--- config.mk ---
export PLATFORM = sky130hd
export DESIGN_NAME = id_ex_stage_flat
export DESIGN_NICKNAME = d
export VERILOG_FILES = /design/src/rtl/id_ex_stage_if.sv /design/src/rtl/id_ex_stage.sv /design/src/flat_wrapper.sv
export SDC_FILE = /design/constraint.sdc
export NUM_CORES = 1
export LEC_CHECK = 0
export ABC_AREA = 1
export CAP_MARGIN = 5
export CELL_PAD_IN_SITES_DETAIL_PLACEMENT = 1
export CELL_PAD_IN_SITES_GLOBAL_PLACEMENT = 1
export CORE_MARGIN = 1
export CORE_UTILIZATION = 27
export CTS_BUF_LIST = sky130_fd_sc_hd__clkbuf_16
export DETAILED_ROUTE_END_ITERATION = 7
export GPL_ROUTABILITY_DRIVEN = 0
export PLACE_DENSITY_LB_ADDON = 0.1
export REMOVE_ABC_BUFFERS = 1
export SLEW_MARGIN = 20
export SYNTH_ARGS = -nofsm -noshare
export SYNTH_HDL_FRONTEND = slang
export SYNTH_SLANG_ARGS = --single-unit
--- constraint.sdc ---
create_clock -name clk -period 1.8 [get_ports clk]
set_input_delay 0.18 -clock clk [delete_from_list [all_inputs] [get_ports clk]]
set_output_delay 0.18 -clock clk [all_outputs]
set_load 0.1 [all_outputs]
--- src/rtl/id_ex_stage_if.sv ---
// -----------------------------------------------------------------------------
// id_ex_stage_if
// Purpose : bundles every decode-side, forwarding-side and stage-output signal
//           of the ID/EX pipeline register so the stage and its environment
//           connect through one port.
// Modports:
//   slave  - the ID/EX stage itself: consumes decode fields, register-file
//            read data, EX/MEM/WB forwarding candidates, stall_in and flush;
//            produces the registered EX-side fields and stall_req.
//   master - the surrounding pipeline (or a testbench): the mirror image.
// -----------------------------------------------------------------------------
interface id_ex_stage_if;
   // decode side
   logic [3:0]  Read_Reg_1;
   logic [3:0]  Read_Reg_2;
   logic [15:0] Read_Bus_1;
   logic [15:0] Read_Bus_2;
   logic [3:0]  Dst_Reg_in;
   logic        RegWrite_in;
   logic        MemRead_in;
   logic        MemWrite_in;
   logic        valid_in;
   logic [3:0]  ALU_Op_in;
   logic [15:0] Imm_in;
   // forwarding candidates
   logic [15:0] EX_Result;
   logic        MEM_RegWrite;
   logic [3:0]  MEM_Write_Reg;
   logic [15:0] MEM_Result;
   logic        WB_RegWrite;
   logic [3:0]  WB_Write_Reg;
   logic [15:0] WB_Write_Bus;
   // pipeline control
   logic        stall_in;
   logic        flush;
   // stage outputs
   logic [15:0] Op_A;
   logic [15:0] Op_B;
   logic [15:0] Imm_out;
   logic [3:0]  Dst_Reg_out;
   logic [3:0]  ALU_Op_out;
   logic        RegWrite_out;
   logic        MemRead_out;
   logic        MemWrite_out;
   logic        valid_out;
   logic        stall_req;

   modport slave (
      input  Read_Reg_1, Read_Reg_2, Read_Bus_1, Read_Bus_2,
      input  Dst_Reg_in, RegWrite_in, MemRead_in, MemWrite_in, valid_in,
      input  ALU_Op_in, Imm_in,
      input  EX_Result, MEM_RegWrite, MEM_Write_Reg, MEM_Result,
      input  WB_RegWrite, WB_Write_Reg, WB_Write_Bus,
      input  stall_in, flush,
      output Op_A, Op_B, Imm_out, Dst_Reg_out, ALU_Op_out,
      output RegWrite_out, MemRead_out, MemWrite_out, valid_out, stall_req
   );

   modport master (
      output Read_Reg_1, Read_Reg_2, Read_Bus_1, Read_Bus_2,
      output Dst_Reg_in, RegWrite_in, MemRead_in, MemWrite_in, valid_in,
      output ALU_Op_in, Imm_in,
      output EX_Result, MEM_RegWrite, MEM_Write_Reg, MEM_Result,
      output WB_RegWrite, WB_Write_Reg, WB_Write_Bus,
      output stall_in, flush,
      input  Op_A, Op_B, Imm_out, Dst_Reg_out, ALU_Op_out,
      input  RegWrite_out, MemRead_out, MemWrite_out, valid_out, stall_req
   );
endinterface

--- src/rtl/id_ex_stage.sv ---
// -----------------------------------------------------------------------------
// id_ex_stage
// Purpose : ID/EX pipeline register with operand forwarding (EX > MEM > WB >
//           register file) and load-use hazard detection. One-cycle latency,
//           one instruction per cycle when not stalled.
// Ports   :
//   clk    - single clock, all state updates on the rising edge
//   rst_n  - synchronous active-low reset
//   io_bus - id_ex_stage_if.slave: decode fields, register-file read data,
//            forwarding candidates, stall_in/flush in; registered stage
//            outputs and combinational stall_req out.
// -----------------------------------------------------------------------------
module id_ex_stage (
   input  logic          clk,
   input  logic          rst_n,
   id_ex_stage_if.slave  io_bus
);

   // registered stage state
   logic [15:0] r_op_a;
   logic [15:0] r_op_b;
   logic [15:0] r_imm;
   logic [3:0]  r_dst;
   logic [3:0]  r_alu_op;
   logic        r_reg_write;
   logic        r_mem_read;
   logic        r_mem_write;
   logic        r_valid;

   logic        w_ex_fwd_ok;
   logic        w_hazard;
   logic [15:0] w_op_a;
   logic [15:0] w_op_b;

   // Operand selection by priority. The EX candidate is only usable when the
   // held instruction is not a load (its result is not ready yet).
   function automatic logic [15:0] resolve_operand(
      input logic [3:0]  rd_reg,
      input logic [15:0] rd_bus,
      input logic        ex_ok,
      input logic [3:0]  ex_reg,
      input logic [15:0] ex_val,
      input logic        mem_we,
      input logic [3:0]  mem_reg,
      input logic [15:0] mem_val,
      input logic        wb_we,
      input logic [3:0]  wb_reg,
      input logic [15:0] wb_val
   );
      logic [15:0] v;
      if (ex_ok && (ex_reg == rd_reg)) begin
         v = ex_val;
      end else if (mem_we && (mem_reg == rd_reg)) begin
         v = mem_val;
      end else if (wb_we && (wb_reg == rd_reg)) begin
         // same-edge register-file write is not visible on Read_Bus yet
         v = wb_val;
      end else begin
         v = rd_bus;
      end
      return v;
   endfunction

   // Hazard detection and forwarding muxes from current registered state.
   always_comb begin
      w_ex_fwd_ok = r_valid & r_reg_write & ~r_mem_read;
      w_hazard    = r_valid & r_mem_read & r_reg_write & io_bus.valid_in &
                    ((r_dst == io_bus.Read_Reg_1) | (r_dst == io_bus.Read_Reg_2));
      w_op_a = resolve_operand(io_bus.Read_Reg_1, io_bus.Read_Bus_1,
                               w_ex_fwd_ok, r_dst, io_bus.EX_Result,
                               io_bus.MEM_RegWrite, io_bus.MEM_Write_Reg, io_bus.MEM_Result,
                               io_bus.WB_RegWrite, io_bus.WB_Write_Reg, io_bus.WB_Write_Bus);
      w_op_b = resolve_operand(io_bus.Read_Reg_2, io_bus.Read_Bus_2,
                               w_ex_fwd_ok, r_dst, io_bus.EX_Result,
                               io_bus.MEM_RegWrite, io_bus.MEM_Write_Reg, io_bus.MEM_Result,
                               io_bus.WB_RegWrite, io_bus.WB_Write_Reg, io_bus.WB_Write_Bus);
   end

   // Stage register: reset > flush > hold > hazard bubble > capture.
   always_ff @(posedge clk) begin
      if (!rst_n || io_bus.flush || (!io_bus.stall_in && w_hazard)) begin
         r_op_a      <= 16'h0000;
         r_op_b      <= 16'h0000;
         r_imm       <= 16'h0000;
         r_dst       <= 4'h0;
         r_alu_op    <= 4'h0;
         r_reg_write <= 1'b0;
         r_mem_read  <= 1'b0;
         r_mem_write <= 1'b0;
         r_valid     <= 1'b0;
      end else if (io_bus.stall_in) begin
         r_op_a      <= r_op_a;
         r_op_b      <= r_op_b;
         r_imm       <= r_imm;
         r_dst       <= r_dst;
         r_alu_op    <= r_alu_op;
         r_reg_write <= r_reg_write;
         r_mem_read  <= r_mem_read;
         r_mem_write <= r_mem_write;
         r_valid     <= r_valid;
      end else begin
         r_op_a      <= w_op_a;
         r_op_b      <= w_op_b;
         r_imm       <= io_bus.Imm_in;
         r_dst       <= io_bus.Dst_Reg_in;
         r_alu_op    <= io_bus.ALU_Op_in;
         // an invalid slot must never write or touch memory downstream
         r_reg_write <= io_bus.RegWrite_in & io_bus.valid_in;
         r_mem_read  <= io_bus.MemRead_in  & io_bus.valid_in;
         r_mem_write <= io_bus.MemWrite_in & io_bus.valid_in;
         r_valid     <= io_bus.valid_in;
      end
   end

   // Outputs come straight from the stage registers; stall_req is combinational.
   assign io_bus.Op_A         = r_op_a;
   assign io_bus.Op_B         = r_op_b;
   assign io_bus.Imm_out      = r_imm;
   assign io_bus.Dst_Reg_out  = r_dst;
   assign io_bus.ALU_Op_out   = r_alu_op;
   assign io_bus.RegWrite_out = r_reg_write;
   assign io_bus.MemRead_out  = r_mem_read;
   assign io_bus.MemWrite_out = r_mem_write;
   assign io_bus.valid_out    = r_valid;
   assign io_bus.stall_req    = w_hazard | io_bus.stall_in;

endmodule

--- src/flat_wrapper.sv ---
// flat-port wrapper written by rule: the top's interface ports become plain ports
module id_ex_stage_flat 
  (clk, rst_n, io_bus_Read_Reg_1, io_bus_Read_Reg_2, io_bus_Read_Bus_1, io_bus_Read_Bus_2, io_bus_Dst_Reg_in, io_bus_RegWrite_in, io_bus_MemRead_in, io_bus_MemWrite_in, io_bus_valid_in, io_bus_ALU_Op_in, io_bus_Imm_in, io_bus_EX_Result, io_bus_MEM_RegWrite, io_bus_MEM_Write_Reg, io_bus_MEM_Result, io_bus_WB_RegWrite, io_bus_WB_Write_Reg, io_bus_WB_Write_Bus, io_bus_stall_in, io_bus_flush, io_bus_Op_A, io_bus_Op_B, io_bus_Imm_out, io_bus_Dst_Reg_out, io_bus_ALU_Op_out, io_bus_RegWrite_out, io_bus_MemRead_out, io_bus_MemWrite_out, io_bus_valid_out, io_bus_stall_req);
  id_ex_stage_if io_bus_i ();
  input  logic clk;
  input  logic rst_n;
  input wire logic [$bits(io_bus_i.Read_Reg_1)-1:0] io_bus_Read_Reg_1;
  input wire logic [$bits(io_bus_i.Read_Reg_2)-1:0] io_bus_Read_Reg_2;
  input wire logic [$bits(io_bus_i.Read_Bus_1)-1:0] io_bus_Read_Bus_1;
  input wire logic [$bits(io_bus_i.Read_Bus_2)-1:0] io_bus_Read_Bus_2;
  input wire logic [$bits(io_bus_i.Dst_Reg_in)-1:0] io_bus_Dst_Reg_in;
  input wire logic [$bits(io_bus_i.RegWrite_in)-1:0] io_bus_RegWrite_in;
  input wire logic [$bits(io_bus_i.MemRead_in)-1:0] io_bus_MemRead_in;
  input wire logic [$bits(io_bus_i.MemWrite_in)-1:0] io_bus_MemWrite_in;
  input wire logic [$bits(io_bus_i.valid_in)-1:0] io_bus_valid_in;
  input wire logic [$bits(io_bus_i.ALU_Op_in)-1:0] io_bus_ALU_Op_in;
  input wire logic [$bits(io_bus_i.Imm_in)-1:0] io_bus_Imm_in;
  input wire logic [$bits(io_bus_i.EX_Result)-1:0] io_bus_EX_Result;
  input wire logic [$bits(io_bus_i.MEM_RegWrite)-1:0] io_bus_MEM_RegWrite;
  input wire logic [$bits(io_bus_i.MEM_Write_Reg)-1:0] io_bus_MEM_Write_Reg;
  input wire logic [$bits(io_bus_i.MEM_Result)-1:0] io_bus_MEM_Result;
  input wire logic [$bits(io_bus_i.WB_RegWrite)-1:0] io_bus_WB_RegWrite;
  input wire logic [$bits(io_bus_i.WB_Write_Reg)-1:0] io_bus_WB_Write_Reg;
  input wire logic [$bits(io_bus_i.WB_Write_Bus)-1:0] io_bus_WB_Write_Bus;
  input wire logic [$bits(io_bus_i.stall_in)-1:0] io_bus_stall_in;
  input wire logic [$bits(io_bus_i.flush)-1:0] io_bus_flush;
  output wire logic [$bits(io_bus_i.Op_A)-1:0] io_bus_Op_A;
  output wire logic [$bits(io_bus_i.Op_B)-1:0] io_bus_Op_B;
  output wire logic [$bits(io_bus_i.Imm_out)-1:0] io_bus_Imm_out;
  output wire logic [$bits(io_bus_i.Dst_Reg_out)-1:0] io_bus_Dst_Reg_out;
  output wire logic [$bits(io_bus_i.ALU_Op_out)-1:0] io_bus_ALU_Op_out;
  output wire logic [$bits(io_bus_i.RegWrite_out)-1:0] io_bus_RegWrite_out;
  output wire logic [$bits(io_bus_i.MemRead_out)-1:0] io_bus_MemRead_out;
  output wire logic [$bits(io_bus_i.MemWrite_out)-1:0] io_bus_MemWrite_out;
  output wire logic [$bits(io_bus_i.valid_out)-1:0] io_bus_valid_out;
  output wire logic [$bits(io_bus_i.stall_req)-1:0] io_bus_stall_req;
  assign io_bus_i.Read_Reg_1 = io_bus_Read_Reg_1;
  assign io_bus_i.Read_Reg_2 = io_bus_Read_Reg_2;
  assign io_bus_i.Read_Bus_1 = io_bus_Read_Bus_1;
  assign io_bus_i.Read_Bus_2 = io_bus_Read_Bus_2;
  assign io_bus_i.Dst_Reg_in = io_bus_Dst_Reg_in;
  assign io_bus_i.RegWrite_in = io_bus_RegWrite_in;
  assign io_bus_i.MemRead_in = io_bus_MemRead_in;
  assign io_bus_i.MemWrite_in = io_bus_MemWrite_in;
  assign io_bus_i.valid_in = io_bus_valid_in;
  assign io_bus_i.ALU_Op_in = io_bus_ALU_Op_in;
  assign io_bus_i.Imm_in = io_bus_Imm_in;
  assign io_bus_i.EX_Result = io_bus_EX_Result;
  assign io_bus_i.MEM_RegWrite = io_bus_MEM_RegWrite;
  assign io_bus_i.MEM_Write_Reg = io_bus_MEM_Write_Reg;
  assign io_bus_i.MEM_Result = io_bus_MEM_Result;
  assign io_bus_i.WB_RegWrite = io_bus_WB_RegWrite;
  assign io_bus_i.WB_Write_Reg = io_bus_WB_Write_Reg;
  assign io_bus_i.WB_Write_Bus = io_bus_WB_Write_Bus;
  assign io_bus_i.stall_in = io_bus_stall_in;
  assign io_bus_i.flush = io_bus_flush;
  assign io_bus_Op_A = io_bus_i.Op_A;
  assign io_bus_Op_B = io_bus_i.Op_B;
  assign io_bus_Imm_out = io_bus_i.Imm_out;
  assign io_bus_Dst_Reg_out = io_bus_i.Dst_Reg_out;
  assign io_bus_ALU_Op_out = io_bus_i.ALU_Op_out;
  assign io_bus_RegWrite_out = io_bus_i.RegWrite_out;
  assign io_bus_MemRead_out = io_bus_i.MemRead_out;
  assign io_bus_MemWrite_out = io_bus_i.MemWrite_out;
  assign io_bus_valid_out = io_bus_i.valid_out;
  assign io_bus_stall_req = io_bus_i.stall_req;
  id_ex_stage u_core (.clk(clk), .rst_n(rst_n), .io_bus(io_bus_i));
endmodule
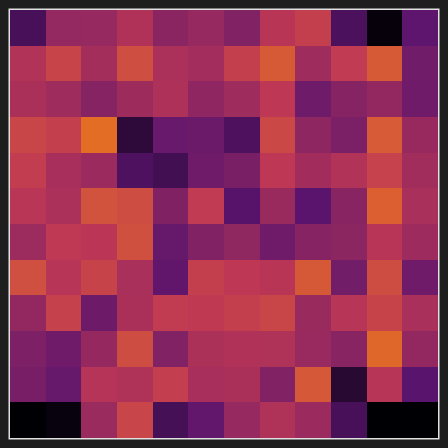
Fig. 1. Cell area per tile.
12 x 12 tiles, from black (low) to pale yellow (high), 0 to 100% covered.
fullest tile	66%
nearly empty tiles	2.8%
densest ninth of the die	middle left

==> flow_summary.html <==
<h2>Implementation results</h2>
<table>
<tr><th>Metric</th><th>Value</th></tr>
<tr><th colspan="2">Status</th></tr>
<tr><td>Run status</td><td>completed</td></tr>
<tr><th colspan="2">GRT</th></tr>
<tr><td>Met2 routing resource usage after global routing</td><td>0.381</td></tr>
<tr><td>Total grt overflow</td><td>0</td></tr>
<tr><td>GRT Resource Usage Total</td><td>0.222</td></tr>
<tr><th colspan="2">Setup path</th></tr>
<tr><td>Crit path to</td><td>io_bus_stall_req</td></tr>
<tr><td>Count of cells along the worst register-to-register path</td><td>8</td></tr>
<tr><td>Largest delay contributor family on the critical path</td><td>simple AND/OR/NAND/NOR gates</td></tr>
<tr><th colspan="2">Cells and area</th></tr>
<tr><td>Final core utilization</td><td>0.444</td></tr>
<tr><td>Count of flip-flops and latches</td><td>60</td></tr>
<tr><td>Leading cell type in the layout, fill and taps excluded</td><td>nand2_1</td></tr>
<tr><td>Layout clock buffers</td><td>9</td></tr>
<tr><th colspan="2">Final timing</th></tr>
<tr><td>Setup tns final</td><td>0 ns</td></tr>
<tr><td>Minimum setup slack in the final design</td><td>0.103 ns</td></tr>
<tr><td>Final number of setup-violating endpoints</td><td>0</td></tr>
<tr><th colspan="2">Min path</th></tr>
<tr><td>Hold depth</td><td>4</td></tr>
<tr><td>Startpoint of the worst hold path</td><td>io_bus_stall_in</td></tr>
<tr><th colspan="2">CTS</th></tr>
<tr><td>Number of cells upsized or downsized after cts</td><td>4</td></tr>
<tr><td>Total setup buffers inserted after CTS</td><td>0</td></tr>
<tr><th colspan="2">Floorplanning</th></tr>
<tr><td>Total number of tap cells</td><td>184</td></tr>
<tr><td>Core Density at Floorplan</td><td>0.275</td></tr>
<tr><td>Core Region</td><td>0.0145 mm^2</td></tr>
<tr><th colspan="2">Placed design</th></tr>
<tr><td>Port Buffer Count</td><td>190</td></tr>
<tr><th colspan="2">Drt</th></tr>
<tr><td>Via-to-Cell Ratio</td><td>4.99</td></tr>
<tr><th colspan="2">Synth</th></tr>
<tr><td>Fraction of registers with async set or reset after synthesis</td><td>0</td></tr>
</table>
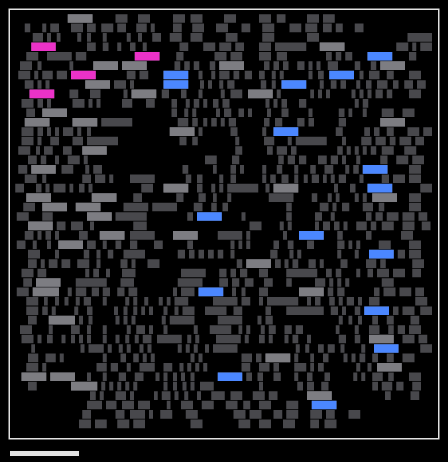
Fig. 2. Sequential cells coloured by netlist name.
Bar = 20 um. Other sequential cells in the stronger grey, the rest of the logic in the fainter grey.
colour	signal	placed flops
blue	u_core.io_bus.Op_B	16
magenta	u_core.io_bus.ALU_Op_out	4
not coloured	40

